<file path="config.mk">
export PLATFORM = sky130hd
export DESIGN_NAME = alu_control_unit
export DESIGN_NICKNAME = d
export VERILOG_FILES = /design/src/rtl/alu_control_unit.sv
export SDC_FILE = /design/constraint.sdc
export NUM_CORES = 1
export LEC_CHECK = 0
export CORE_AREA = 3 3 46 68
export DETAILED_ROUTE_END_ITERATION = 8
export DIE_AREA = 0 0 49 71
export GPL_ROUTABILITY_DRIVEN = 1
export PLACE_DENSITY_LB_ADDON = 0.3
export SLEW_MARGIN = 20
export SYNTH_ARGS = -nofsm -noshare
export SYNTH_HDL_FRONTEND = slang
export SYNTH_SLANG_ARGS = --single-unit
</file>
<file path="constraint.sdc">
create_clock -name clk -period 3.6 [get_ports clk]
set_input_delay 0.72 -clock clk [delete_from_list [all_inputs] [get_ports clk]]
set_output_delay 0.72 -clock clk [all_outputs]
set_load 0.01 [all_outputs]
</file>
<file path="src/rtl/alu_control_unit.sv">
// Main control and ALU-control decoder: one registered decode of instr per clock, no state between instructions.
// Optional macro ALU_CONTROL_MULDIV_EN enables the mul/div/mfhi/mflo funct codes (otherwise they are illegal).
module alu_control_unit (
  input  logic        clk,
  input  logic        rst_n,
  input  logic [31:0] instr,
  output logic [1:0]  ALUOp,
  output logic [5:0]  func,
  output logic        RegDST,
  output logic        BEQ,
  output logic        BNE,
  output logic        JMP,
  output logic        MemRead,
  output logic        MemtoReg,
  output logic        MemWrite,
  output logic        ALUSrc,
  output logic        RegWrite,
  output logic        LUI,
  output logic        SysEnable,
  output logic [2:0]  ALUCtl,
  output logic        Illegal
);

  localparam int B_REGDST = 10;
  localparam int B_BEQ    = 9;
  localparam int B_BNE    = 8;
  localparam int B_JMP    = 7;
  localparam int B_MRD    = 6;
  localparam int B_M2R    = 5;
  localparam int B_MWR    = 4;
  localparam int B_ASRC   = 3;
  localparam int B_RWR    = 2;
  localparam int B_LUI    = 1;
  localparam int B_SYS    = 0;

  logic [5:0]  opcode;
  logic [5:0]  funct;
  logic [10:0] ctl_d, ctl_q;
  logic [1:0]  aluop_d, aluop_q;
  logic [2:0]  aluctl_d, aluctl_q;
  logic [5:0]  func_d, func_q;
  logic        illegal_d, illegal_q;

  assign opcode = instr[31:26];
  assign funct  = instr[5:0];
  assign func_d = funct;

  always_comb begin
    ctl_d     = '0;
    aluop_d   = 2'b00;
    illegal_d = 1'b0;
    case (opcode)
      6'h00: begin
        aluop_d = 2'b10;
        case (funct)
          6'h20, 6'h22, 6'h2A: begin
            ctl_d[B_REGDST] = 1'b1;
            ctl_d[B_RWR]    = 1'b1;
          end
`ifdef ALU_CONTROL_MULDIV_EN
          6'h10, 6'h12: begin
            ctl_d[B_REGDST] = 1'b1;
            ctl_d[B_RWR]    = 1'b1;
          end
          6'h18, 6'h1A: ; // HI/LO write is handled inside the datapath
`endif
          6'h08: ctl_d[B_JMP] = 1'b1;
          6'h0C: ctl_d[B_SYS] = 1'b1;
          6'h00: ;
          default: illegal_d = 1'b1;
        endcase
      end
      6'h04: begin
        ctl_d[B_BEQ] = 1'b1;
        aluop_d      = 2'b01;
      end
      6'h05: begin
        ctl_d[B_BNE] = 1'b1;
        aluop_d      = 2'b01;
      end
      6'h23: begin
        ctl_d[B_MRD]  = 1'b1;
        ctl_d[B_M2R]  = 1'b1;
        ctl_d[B_ASRC] = 1'b1;
        ctl_d[B_RWR]  = 1'b1;
      end
      6'h25: begin
        ctl_d[B_MWR]  = 1'b1;
        ctl_d[B_ASRC] = 1'b1;
      end
      6'h0F: begin
        ctl_d[B_LUI]  = 1'b1;
        ctl_d[B_ASRC] = 1'b1;
        ctl_d[B_RWR]  = 1'b1;
      end
      6'h0D: begin
        ctl_d[B_ASRC] = 1'b1;
        ctl_d[B_RWR]  = 1'b1;
        aluop_d       = 2'b11;
      end
      6'h08: begin
        ctl_d[B_ASRC] = 1'b1;
        ctl_d[B_RWR]  = 1'b1;
      end
      6'h02: ctl_d[B_JMP] = 1'b1;
      6'h03: begin
        // jal links to $31, so RegDST stays low
        ctl_d[B_JMP] = 1'b1;
        ctl_d[B_RWR] = 1'b1;
      end
      default: illegal_d = 1'b1;
    endcase
    if (illegal_d) begin
      ctl_d   = '0;
      aluop_d = 2'b00;
    end
  end

  always_comb begin
    aluctl_d = 3'b000;
    case (aluop_d)
      2'b00: aluctl_d = 3'b010;
      2'b01: aluctl_d = 3'b110;
      2'b11: aluctl_d = 3'b001;
      default: begin
        case (funct)
          6'h20:   aluctl_d = 3'b010;
          6'h22:   aluctl_d = 3'b110;
          6'h2A:   aluctl_d = 3'b001;
          6'h18:   aluctl_d = 3'b011;
          6'h1A:   aluctl_d = 3'b100;
          6'h10:   aluctl_d = 3'b101;
          6'h12:   aluctl_d = 3'b111;
          default: aluctl_d = 3'b000;
        endcase
      end
    endcase
    // illegal decodes force ALUOp=00, which would otherwise map to add
    if (illegal_d) aluctl_d = 3'b000;
  end

  always_ff @(posedge clk) begin
    if (!rst_n) begin
      ctl_q     <= '0;
      aluop_q   <= 2'b00;
      aluctl_q  <= 3'b000;
      func_q    <= 6'b000000;
      illegal_q <= 1'b0;
    end else begin
      ctl_q     <= ctl_d;
      aluop_q   <= aluop_d;
      aluctl_q  <= aluctl_d;
      func_q    <= func_d;
      illegal_q <= illegal_d;
    end
  end

  assign RegDST    = ctl_q[B_REGDST];
  assign BEQ       = ctl_q[B_BEQ];
  assign BNE       = ctl_q[B_BNE];
  assign JMP       = ctl_q[B_JMP];
  assign MemRead   = ctl_q[B_MRD];
  assign MemtoReg  = ctl_q[B_M2R];
  assign MemWrite  = ctl_q[B_MWR];
  assign ALUSrc    = ctl_q[B_ASRC];
  assign RegWrite  = ctl_q[B_RWR];
  assign LUI       = ctl_q[B_LUI];
  assign SysEnable = ctl_q[B_SYS];
  assign ALUOp     = aluop_q;
  assign ALUCtl    = aluctl_q;
  assign func      = func_q;
  assign Illegal   = illegal_q;

endmodule

</file>
Run 1, floorplan with the power grid:
Scale bar: 10 µm. Pins as bars on the die edge. Tap cells in grey.
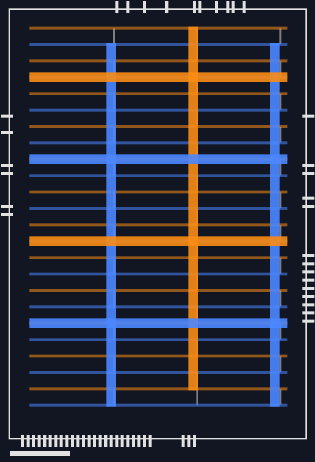
| net | colour |
|---|---|
| VSS | blue |
| VDD | orange |
signal pins: 57
tap cells: 37
met5 straps: 4
met4 straps: 3

Run 1, placed cells, one colour a class:
Scale bar: 10 µm.
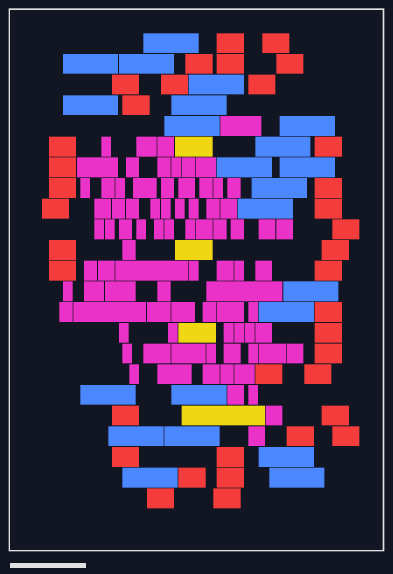
| class | colour | cells | share of their area |
|---|---|---|---|
| remaining buffers and delay cells | red | 36 | 25% |
| sequential cells | blue | 22 | 31% |
| clock drivers and dummy loads | yellow | 4 | 5.0% |
| combinational and other logic | magenta | 83 | 38% |

Run 1, routed clock nets over the placement:
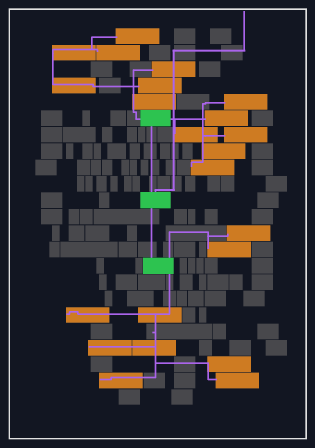
[clock drivers] green | count: 3
[flip-flops] orange | count: 22
[clock wires] purple | length: 249 µm
routed clock nets: 4

==> run_results.csv, run 1 <==
group,metric,value,unit
clock_network,cts_root_buf,"sky130_fd_sc_hd__clkbuf_8",
drt,drt_iter0_markers,31,
logic_synthesis,area_fraction_in_full_adders_half_adders_and_majority_gates,0,
timing,setup_viol_count_final,0,
floorplanning,well_tap_count,37,
place,placedCellCount,178,
grt,overflow,0,
drt,postRouteWirelength,2420,µm
logic_synthesis,post_synth_inst_count,110,
min_path,worst_hold_startpoint,"instr[5]",
outcome,run_status,"complete, no violations",
power_and_ir_drop,cellLeakagePower,0.000514,µW
cells_and_area,antenna_cells_inserted,0,
clock_network,numClockSinks,22,
timing,totalNegativeSetupSlack,0,ns
setup_path,crit_path_start_kind,"primary input",
floorplanning,core.rowCount,23,
drt,routedLengthMet1,928,µm
logic_synthesis,synth_cell_types,33,
cells_and_area,comb_area_frac,0.356,
place,detailedPlacementHpwl,1880,µm
logic_synthesis,flop_cell,"sky130_fd_sc_hd__dfxtp_1",
timing,fin_worst_hold_slack,1.17,ns
drt,routedWlPerCell,13.3,µm
setup_path,cpMaxStageDelayCell,"sky130_fd_sc_hd__clkdlybuf4s50_1",
cells_and_area,register_with_the_most_flip_flops,"ctl_q",
cells_and_area,final-clk-cell-share,0.0488,
drt,met2_length,1310,µm
==> run 1 -> run 2 <==
CORE_AREA = 3 3 49 74   (was 3 3 46 68)
DIE_AREA = 0 0 52 77   (was 0 0 49 71)
clock period = 2.3 ns   (was 3.6 ns; I/O delays follow)
Run 2, placed cells, one colour a class:
Scale bar: 20 µm.
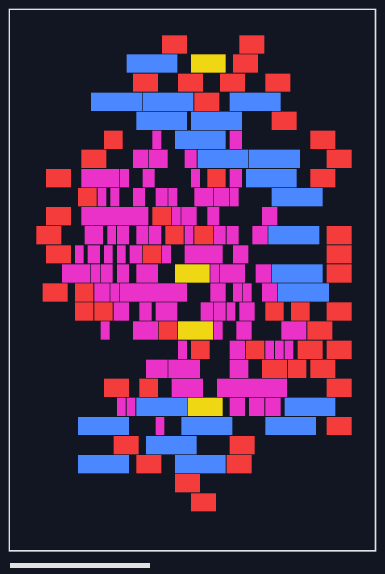
| class | colour | cells | share of their area |
|---|---|---|---|
| clock drivers and dummy loads | yellow | 4 | 3.6% |
| remaining buffers and delay cells | red | 53 | 32% |
| combinational and other logic | magenta | 83 | 36% |
| sequential cells | blue | 22 | 29% |

Run 2, signal wires by layer:
Scale bar: 20 µm. Two of the layers only.
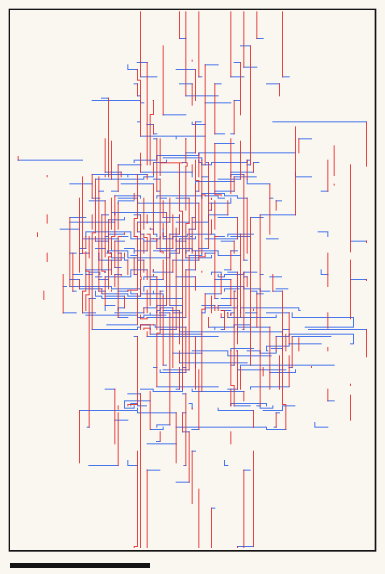
| layer | colour | wire length |
|---|---|---|
| metal 1 | blue | 963 µm |
| metal 2 | red | 1,330 µm |

Run 2, routed clock nets over the placement:
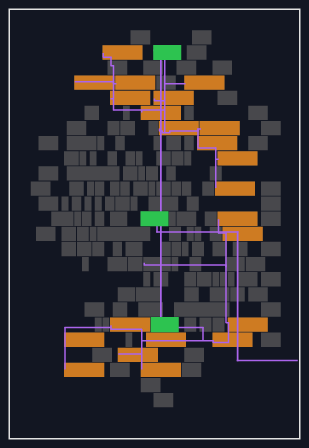
[clock wires] purple | length: 278 µm
[clock drivers] green | count: 3
[flip-flops] orange | count: 22
routed clock nets: 4

==> run 2 against run 1 <==
Net effect: total power is 46% higher; first-iteration DRC count fell by 23%; area after synthesis is the same; largest power group unchanged; highest routed layer unchanged.
==> run_results.csv, run 2 <==
group,metric,value,unit
cells_and_area,nonClockInverterCount,6,
logic_synthesis,flop_cell,"sky130_fd_sc_hd__dfxtp_1",
logic_synthesis,ys.flops,22,
min_path,worst_hold_startpoint,"instr[4]",
drt,detail_route.drc_violations,0,
setup_path,cpMaxStageDelayCell,"sky130_fd_sc_hd__clkdlybuf4s50_1",
grt,overflow,0,
clock_network,numClockSinks,22,
min_path,worst_hold_path.endpoint,"func[4]",
logic_synthesis,post_synth_inst_count,110,
cells_and_area,finalCoreUtilization,0.509,
cells_and_area,antenna_cells_inserted,0,
cells_and_area,logic_gate_count,77,
place,detailedPlacementHpwl,2040,µm
clock_network,htree_levels,1,
floorplanning,floorplanUtilization,0.331,
cells_and_area,final-clk-cell-share,0.0349,
power_and_ir_drop,cellLeakagePower,0.000588,µW
logic_synthesis,synth_cell_types,33,
outcome,run_status,"complete, no violations",
logic_synthesis,ys_sh_mux,0.0196,
cells_and_area,finish.cell_count_without_fillers,202,
drt,routedWlPerCell,12.9,µm
cells_and_area,comb_area_frac,0.330,
timing,fmax,492,MHz
floorplanning,chip_area,0.00400,mm²
timing,totalNegativeSetupSlack,0,ns
floorplanning,die.size.x,52,µm
floorplanning,well_tap_count,40,
grt,grt.total_usage,0.145,
floorplanning,core.rowCount,25,
drt,postRouteWirelength,2600,µm
cells_and_area,nNetsFinal,197,
cells_and_area,num-nonclk-buffers,53,
grt,busiest_layer,"met2",
drt,routedLengthMet1,963,µm
place,placedCellCount,198,
setup_path,critPathCapture,"ALUOp[0]",
drt,met2_length,1330,µm
logic_synthesis,simple_gate_area_frac,0.278,
cells_and_area,register_with_the_most_flip_flops,"ctl_q",
logic_synthesis,area_fraction_in_full_adders_half_adders_and_majority_gates,0,
clock_network,cts_root_buf,"sky130_fd_sc_hd__clkbuf_8",
timing,setup_viol_count_final,0,
logic_synthesis,synth-seq-area-share,0.430,
cells_and_area,dominant-cell-class,"multi-input combinational cells",
setup_path,crit_path_start_kind,"primary input",
timing,fin_worst_hold_slack,0.909,ns
power_and_ir_drop,cell_internal_pwr,619,µW
No activity file was given, so power comes from the tool's default toggle rates.
